--- config.mk ---
export PLATFORM = sky130hd
export DESIGN_NAME = im_loader_flat
export DESIGN_NICKNAME = d
export VERILOG_FILES = /design/src/rtl/im_loader_pkg.sv /design/src/rtl/im_loader_if.sv /design/src/rtl/im_byte_assembler.sv /design/src/rtl/im_loader.sv /design/src/flat_wrapper.sv
export SDC_FILE = /design/constraint.sdc
export NUM_CORES = 1
export LEC_CHECK = 0
export CORE_MARGIN = 1
export CORE_UTILIZATION = 55
export CTS_CLUSTER_DIAMETER = 80
export DETAILED_ROUTE_END_ITERATION = 12
export PLACE_DENSITY = 0.86
export SETUP_SLACK_MARGIN = 0.15
export SYNTH_ARGS = -nofsm -noshare
export SYNTH_HDL_FRONTEND = slang
export SYNTH_SLANG_ARGS = --single-unit
--- constraint.sdc ---
create_clock -name CLK -period 6.85 [get_ports CLK]
set_clock_uncertainty 0.2 [all_clocks]
set_input_delay 0.685 -clock CLK [delete_from_list [all_inputs] [get_ports CLK]]
set_output_delay 0.685 -clock CLK [all_outputs]
set_load 0.05 [all_outputs]
--- src/rtl/im_loader_pkg.sv ---
// Shared types and constants for the boot-time instruction-memory loader.
// Optional trailer checksum: define IM_LOADER_CHECKSUM_EN.
package im_loader_pkg;

    localparam int unsigned BYTE_W     = 8;
    localparam int unsigned WORD_W     = 32;
    localparam int unsigned HDR_BYTES  = 2;
    localparam int unsigned WORD_BYTES = 4;
    localparam int unsigned IDX_W      = 2;

    typedef enum logic [2:0] {
        ST_IDLE   = 3'd0,
        ST_HDR_HI = 3'd1,
        ST_HDR_LO = 3'd2,
        ST_BYTE   = 3'd3,
        ST_WRITE  = 3'd4,
        ST_DONE   = 3'd5,
        ST_ERROR  = 3'd6
`ifdef IM_LOADER_CHECKSUM_EN
        , ST_CHECK = 3'd7
`endif
    } state_e;

    // States in which the loader consumes stream bytes.
    function automatic logic takes_bytes(input state_e s);
        logic r;
        r = (s == ST_HDR_HI) || (s == ST_HDR_LO) || (s == ST_BYTE);
`ifdef IM_LOADER_CHECKSUM_EN
        r = r || (s == ST_CHECK);
`endif
        return r;
    endfunction

endpackage

--- src/rtl/im_loader_if.sv ---
// Byte-stream input and instruction-memory write port of the loader.
interface im_loader_if #(
    parameter int unsigned ADDR_W = 8
) ();

    logic              in_START;
    logic              in_VALID;
    logic [7:0]        in_DATA;
    logic              out_READY;
    logic              im_WE;
    logic [ADDR_W-1:0] im_ADDR;
    logic [31:0]       im_DATA;

    modport master (
        output in_START, in_VALID, in_DATA,
        input  out_READY, im_WE, im_ADDR, im_DATA
    );

    modport slave (
        input  in_START, in_VALID, in_DATA,
        output out_READY, im_WE, im_ADDR, im_DATA
    );

endinterface

--- src/rtl/im_byte_assembler.sv ---
// Big-endian 8-to-32 shift register; the first byte of a word ends up in [31:24].
module im_byte_assembler
    import im_loader_pkg::*;
(
    input  logic              clk,
    input  logic              rst_n,
    input  logic              clear_i,
    input  logic              byte_valid_i,
    input  logic [BYTE_W-1:0] byte_i,
    output logic [WORD_W-1:0] word_o,
    output logic              word_valid_c
);

    logic [WORD_W-1:0] word_q;
    logic [IDX_W-1:0]  idx_q;

    always_ff @(posedge clk or negedge rst_n) begin
        if (!rst_n) begin
            word_q <= '0;
            idx_q  <= '0;
        end else if (clear_i) begin
            word_q <= '0;
            idx_q  <= '0;
        end else if (byte_valid_i) begin
            word_q <= {word_q[WORD_W-BYTE_W-1:0], byte_i};
            idx_q  <= idx_q + IDX_W'(1);
        end
    end

    // High while the byte completing the current word is being accepted.
    assign word_valid_c = byte_valid_i && (idx_q == IDX_W'(WORD_BYTES - 1));
    assign word_o       = word_q;

endmodule

--- src/rtl/im_loader.sv ---
// Boot loader: header count + big-endian words -> sequential instruction-memory writes.
// Optional trailer XOR checksum when IM_LOADER_CHECKSUM_EN is defined.
module im_loader
    import im_loader_pkg::*;
#(
    parameter int unsigned ADDR_W = 8,
    parameter int unsigned CNT_W  = 16
) (
    input  logic       CLK,
    input  logic       RESET_N,
    im_loader_if.slave bus,
    output logic       out_cpu_RESET,
    output logic       out_DONE,
    output logic       out_ERROR
);

    localparam int unsigned MAX_WORDS = 32'd1 << ADDR_W;
`ifdef IM_LOADER_CHECKSUM_EN
    localparam state_e ST_LAST = ST_CHECK;
`else
    localparam state_e ST_LAST = ST_DONE;
`endif

    state_e            state_q, state_d;
    logic              ready_q, ready_d;
    logic              we_q, we_d;
    logic              cpu_rst_q, cpu_rst_d;
    logic              done_q, done_d;
    logic              err_q, err_d;
    logic [ADDR_W-1:0] addr_q, addr_d;
    logic [CNT_W-1:0]  cnt_q, cnt_d;
    logic [CNT_W-1:0]  words_q, words_d;
`ifdef IM_LOADER_CHECKSUM_EN
    logic [BYTE_W-1:0] xor_q, xor_d;
`endif

    logic              accept_c;
    logic              start_c;
    logic              byte_acc_c;
    logic              word_valid_c;
    logic [CNT_W-1:0]  cnt_full_c;
    logic [WORD_W-1:0] asm_word;

    assign accept_c   = bus.in_VALID && ready_q;
    assign start_c    = bus.in_START &&
                        ((state_q == ST_IDLE) || (state_q == ST_DONE) || (state_q == ST_ERROR));
    assign byte_acc_c = accept_c && (state_q == ST_BYTE);
    assign cnt_full_c = {cnt_q[CNT_W-1:BYTE_W], bus.in_DATA};

    im_byte_assembler u_asm (
        .clk          (CLK),
        .rst_n        (RESET_N),
        .clear_i      (start_c),
        .byte_valid_i (byte_acc_c),
        .byte_i       (bus.in_DATA),
        .word_o       (asm_word),
        .word_valid_c (word_valid_c)
    );

    // Next-state and next-output logic; outputs are decoded from the next state.
    always_comb begin
        state_d = state_q;
        addr_d  = addr_q;
        cnt_d   = cnt_q;
        words_d = words_q;
`ifdef IM_LOADER_CHECKSUM_EN
        xor_d   = xor_q;
`endif

        case (state_q)
            ST_IDLE, ST_DONE, ST_ERROR: begin
                if (start_c) begin
                    state_d = ST_HDR_HI;
                    addr_d  = '0;
                    cnt_d   = '0;
                    words_d = '0;
`ifdef IM_LOADER_CHECKSUM_EN
                    xor_d   = '0;
`endif
                end
            end
            ST_HDR_HI: begin
                if (accept_c) begin
                    cnt_d   = {bus.in_DATA, cnt_q[BYTE_W-1:0]};
                    state_d = ST_HDR_LO;
                end
            end
            ST_HDR_LO: begin
                if (accept_c) begin
                    cnt_d = cnt_full_c;
                    if (cnt_full_c == '0) begin
                        state_d = ST_LAST;
                    end else if (32'(cnt_full_c) > MAX_WORDS) begin
                        state_d = ST_ERROR;
                    end else begin
                        state_d = ST_BYTE;
                    end
                end
            end
            ST_BYTE: begin
`ifdef IM_LOADER_CHECKSUM_EN
                if (byte_acc_c) begin
                    xor_d = xor_q ^ bus.in_DATA;
                end
`endif
                if (word_valid_c) begin
                    state_d = ST_WRITE;
                end
            end
            ST_WRITE: begin
                addr_d  = addr_q + ADDR_W'(1);
                words_d = words_q + CNT_W'(1);
                state_d = ((words_q + CNT_W'(1)) == cnt_q) ? ST_LAST : ST_BYTE;
            end
`ifdef IM_LOADER_CHECKSUM_EN
            ST_CHECK: begin
                if (accept_c) begin
                    state_d = (bus.in_DATA == xor_q) ? ST_DONE : ST_ERROR;
                end
            end
`endif
            default: begin
                state_d = ST_IDLE;
            end
        endcase

        ready_d   = takes_bytes(state_d);
        we_d      = (state_d == ST_WRITE);
        done_d    = (state_d == ST_DONE);
        err_d     = (state_d == ST_ERROR);
        cpu_rst_d = (state_d != ST_DONE);
    end

    always_ff @(posedge CLK or negedge RESET_N) begin
        if (!RESET_N) begin
            state_q   <= ST_IDLE;
            ready_q   <= 1'b0;
            we_q      <= 1'b0;
            cpu_rst_q <= 1'b1;
            done_q    <= 1'b0;
            err_q     <= 1'b0;
            addr_q    <= '0;
            cnt_q     <= '0;
            words_q   <= '0;
`ifdef IM_LOADER_CHECKSUM_EN
            xor_q     <= '0;
`endif
        end else begin
            state_q   <= state_d;
            ready_q   <= ready_d;
            we_q      <= we_d;
            cpu_rst_q <= cpu_rst_d;
            done_q    <= done_d;
            err_q     <= err_d;
            addr_q    <= addr_d;
            cnt_q     <= cnt_d;
            words_q   <= words_d;
`ifdef IM_LOADER_CHECKSUM_EN
            xor_q     <= xor_d;
`endif
        end
    end

    assign bus.out_READY = ready_q;
    assign bus.im_WE     = we_q;
    assign bus.im_ADDR   = addr_q;
    assign bus.im_DATA   = asm_word;
    assign out_cpu_RESET = cpu_rst_q;
    assign out_DONE      = done_q;
    assign out_ERROR     = err_q;

endmodule
--- src/flat_wrapper.sv ---
// flat-port wrapper written by rule: the top's interface ports become plain ports
module im_loader_flat import im_loader_pkg::*;
#(
    parameter int unsigned ADDR_W = 8,
    parameter int unsigned CNT_W  = 16
)
  (CLK, RESET_N, out_cpu_RESET, out_DONE, out_ERROR, bus_in_START, bus_in_VALID, bus_in_DATA, bus_out_READY, bus_im_WE, bus_im_ADDR, bus_im_DATA);
  im_loader_if #(.ADDR_W(ADDR_W)) bus_i ();
  input  logic CLK;
  input  logic RESET_N;
  output logic out_cpu_RESET;
  output logic out_DONE;
  output logic out_ERROR;
  input wire logic [$bits(bus_i.in_START)-1:0] bus_in_START;
  input wire logic [$bits(bus_i.in_VALID)-1:0] bus_in_VALID;
  input wire logic [$bits(bus_i.in_DATA)-1:0] bus_in_DATA;
  output wire logic [$bits(bus_i.out_READY)-1:0] bus_out_READY;
  output wire logic [$bits(bus_i.im_WE)-1:0] bus_im_WE;
  output wire logic [$bits(bus_i.im_ADDR)-1:0] bus_im_ADDR;
  output wire logic [$bits(bus_i.im_DATA)-1:0] bus_im_DATA;
  assign bus_i.in_START = bus_in_START;
  assign bus_i.in_VALID = bus_in_VALID;
  assign bus_i.in_DATA = bus_in_DATA;
  assign bus_out_READY = bus_i.out_READY;
  assign bus_im_WE = bus_i.im_WE;
  assign bus_im_ADDR = bus_i.im_ADDR;
  assign bus_im_DATA = bus_i.im_DATA;
  im_loader #(.ADDR_W(ADDR_W), .CNT_W(CNT_W)) u_core (.CLK(CLK), .RESET_N(RESET_N), .bus(bus_i), .out_cpu_RESET(out_cpu_RESET), .out_DONE(out_DONE), .out_ERROR(out_ERROR));
endmodule
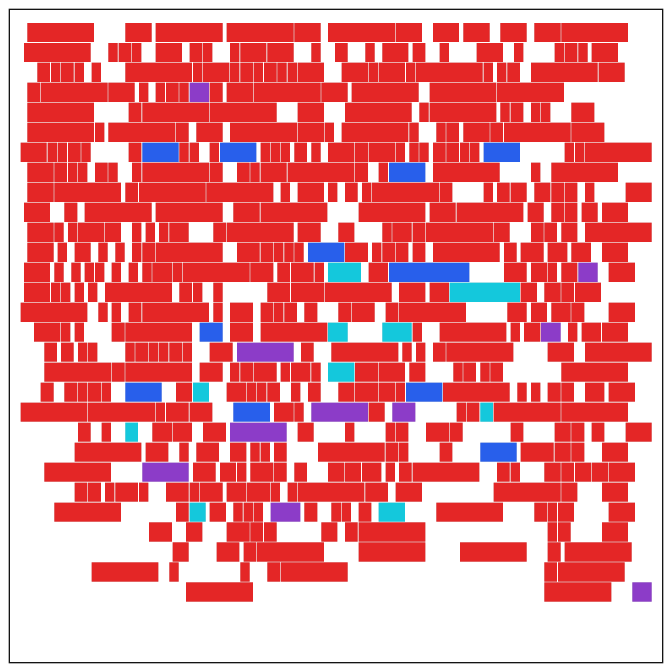
(sizing map)
Key: cyan = x2 [cells 10, share 1.9%]; red = x1 and smaller [cells 485, share 94%]; blue = x6 and larger [cells 11, share 2.1%]; purple = x3 and x4 [cells 10, share 1.9%]
count of buffers not belonging to the clock network in the layout: 58
Area Overhead vs Synth: 18.7%
setup slack after layout: 3730 ps

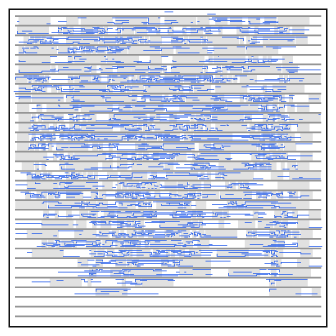
(signal wires on met1)
Supply wires on this layer in grey. Cells faint in the background.
481 nets have wire on it. The wires run mostly horizontal.
via count: 3581
routed wire length: 9990 um
met1 usage in global routing: 38.1%

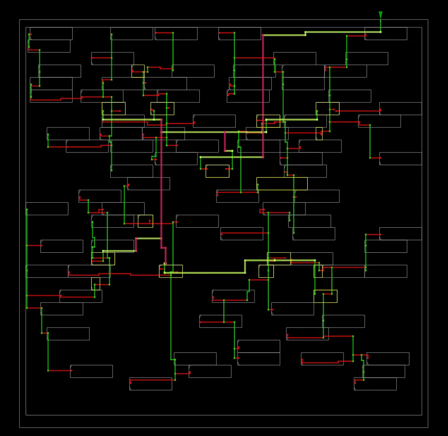
(the clock network)
power in the clock group: 0.000351 W
number of flip-flops and latches: 82
TritonCTS sink count: 82

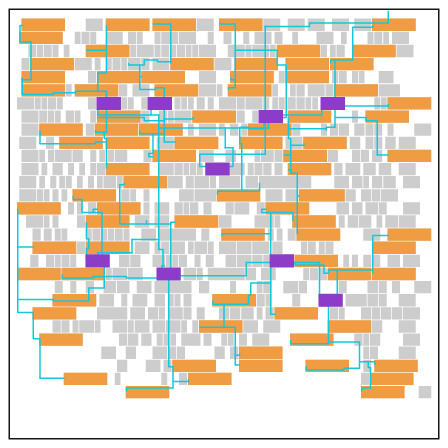
(clock wires, drivers and flops)
Key: purple = clock-net drivers [count 9]; orange = flip-flops [count 82]; cyan = clock wires [length 984 um]
Position of the flops: all over the die.

==> summary.json <==
{
  "numSynthFlops": 82,
  "n_fill_cell": 587,
  "power.largest_group": "combinational logic",
  "switchingPower_w": 0.00101,
  "ctsRootBufferMaster": "clkbuf_8",
  "ys_cells": 468,
  "critical_path_cell_list": "clkdlybuf4s50_1, nor4_1, a21boi_0, or3b_1, a211oi_1, nand2_1, o211a_1",
  "cpMaxStageDelayCell": "nor4_1",
  "worst_ep_required_time_ps": 6890,
  "utilization_pct": 67.7,
  "swShare_pct": 46.9,
  "inverters": 2,
  "post_drt_via_cell_ratio": 5.82,
  "fp.dieW_um": 88.7,
  "finalHoldViolCount": 0,
  "critical_path.max_stage_delay_ps": 510,
  "place_area_sq_um": 4720,
  "most-common-layout-cells": "nand2_1, dfrtp_1, o21ai_0, clkdlybuf4s50_1, a21oi_1",
  "aoi_share_pct": 16.2,
  "floorplan.initialDensity_pct": 57.0,
  "h_tree_depth": 3,
  "ioPinCount": 57,
  "enable_flop_cells": 0,
  "cp_num_cells": 7,
  "groute.usage.overall_pct": 26.7,
  "result_of_the_run": "finished clean",
  "r2r_start": "u_core.state_q[1]$_DFF_PN0_",
  "yosys_stat_chip_area_sq_um": 4140,
  "syn_inst": 468,
  "cts_hold_repair.buffers": 0,
  "ys_seq_share_pct": 49.6,
  "crit_path_end": "u_core.out_DONE$_DFF_PN0_",
  "finalMaxSlewViolations": 0,
  "powerComb_w": 0.00103,
  "clock_area_share_pct": 3.92,
  "worstSetupEndpointType": "register",
  "dieHeight_um": 88.7,
  "synth_largest_type_area_fraction_pct": 49.0,
  "drt_iter0_markers": 394,
  "reg2reg_setup_slack_ps": 3920,
  "p_leak_nw": 2.06,
  "final-nonclk-buf-share_pct": 11.7,
  "detailedRoute.firstPassIterationCount": 5,
  "global_route_wire_length_before_repair_um": 16000,
  "tritoncts": "done",
  "tns_setup_ps": 0,
  "dp_worst_setup_slack_ps": 3470,
  "met3RoutedLength_um": 549,
  "logic_area_sq_um": 1960,
  "synthArstFlopShare_pct": 100,
  "crit_start": "bus_in_DATA[2]",
  "worstPathArrival_ps": 3170,
  "period_used_pct": 45.6,
  "worst_r2r_path_depth": 6,
  "post_synth_main_logic_family": "simple AND/OR/NAND/NOR gates",
  "stage_log_warnings": 26,
  "peakVddDrop_mv": 0.327,
  "top_area_cell_class": "flip-flops and latches",
  "maxCapViolCount": 0,
  "netlist_top_cells_area": "dfrtp_1, nand2_1, o21ai_0",
  "total_nets_after_synthesis": 483,
  "post_layout_net_count": 526,
  "synth_top_cell_by_area": "dfrtp_1",
  "grt_remaining_overflow": 0,
  "synth.cell_area_sq_um": 4140,
  "layout-drive-gt1-share_pct": 6.01,
  "unrepaired_setup_endpoints_after_global_routing": "no",
  "worst_setup_hold_path_clk_slew_ps": 80,
  "critical-path-top-delay-family": "simple AND/OR/NAND/NOR gates",
  "seqAreaFraction_pct": 41.8,
  "critical_register_to_register_path_endpoint": "u_core.cnt_q[15]$_DFFE_PN0P_",
  "met2_usage_pct": 40.8,
  "yosysWarnings": 0,
  "max_slew_margin_pct": 17.0,
  "crit_path_max_fanout": 4,
  "finalSetupViolCount": 0,
  "grt_start_max_net_pins": 83,
  "well_tap_count": 99,
  "postcts_resize_cnt": 0,
  "power.share.clock_pct": 16.3,
  "grt_use_met3_pct": 6.62,
  "critical_setup_path_class": "in -> reg",
  "power.sequential.fraction_pct": 35.9,
  "achievable-frequency_ghz": 0.320,
  "antennaDiodeCount": 0,
  "dp_cells": 599,
  "route.antenna.remaining_nets": 0,
  "post_layout_nonfiller_instances": 615,
  "gpl.final_weighted_congestion": 0.905,
  "yosys.cell_types.count": 50,
  "drcViolationCount": 0,
  "path_buffers": 1,
  "power.combinational.fraction_pct": 47.8
}
Power and IR drop assume default switching activity.
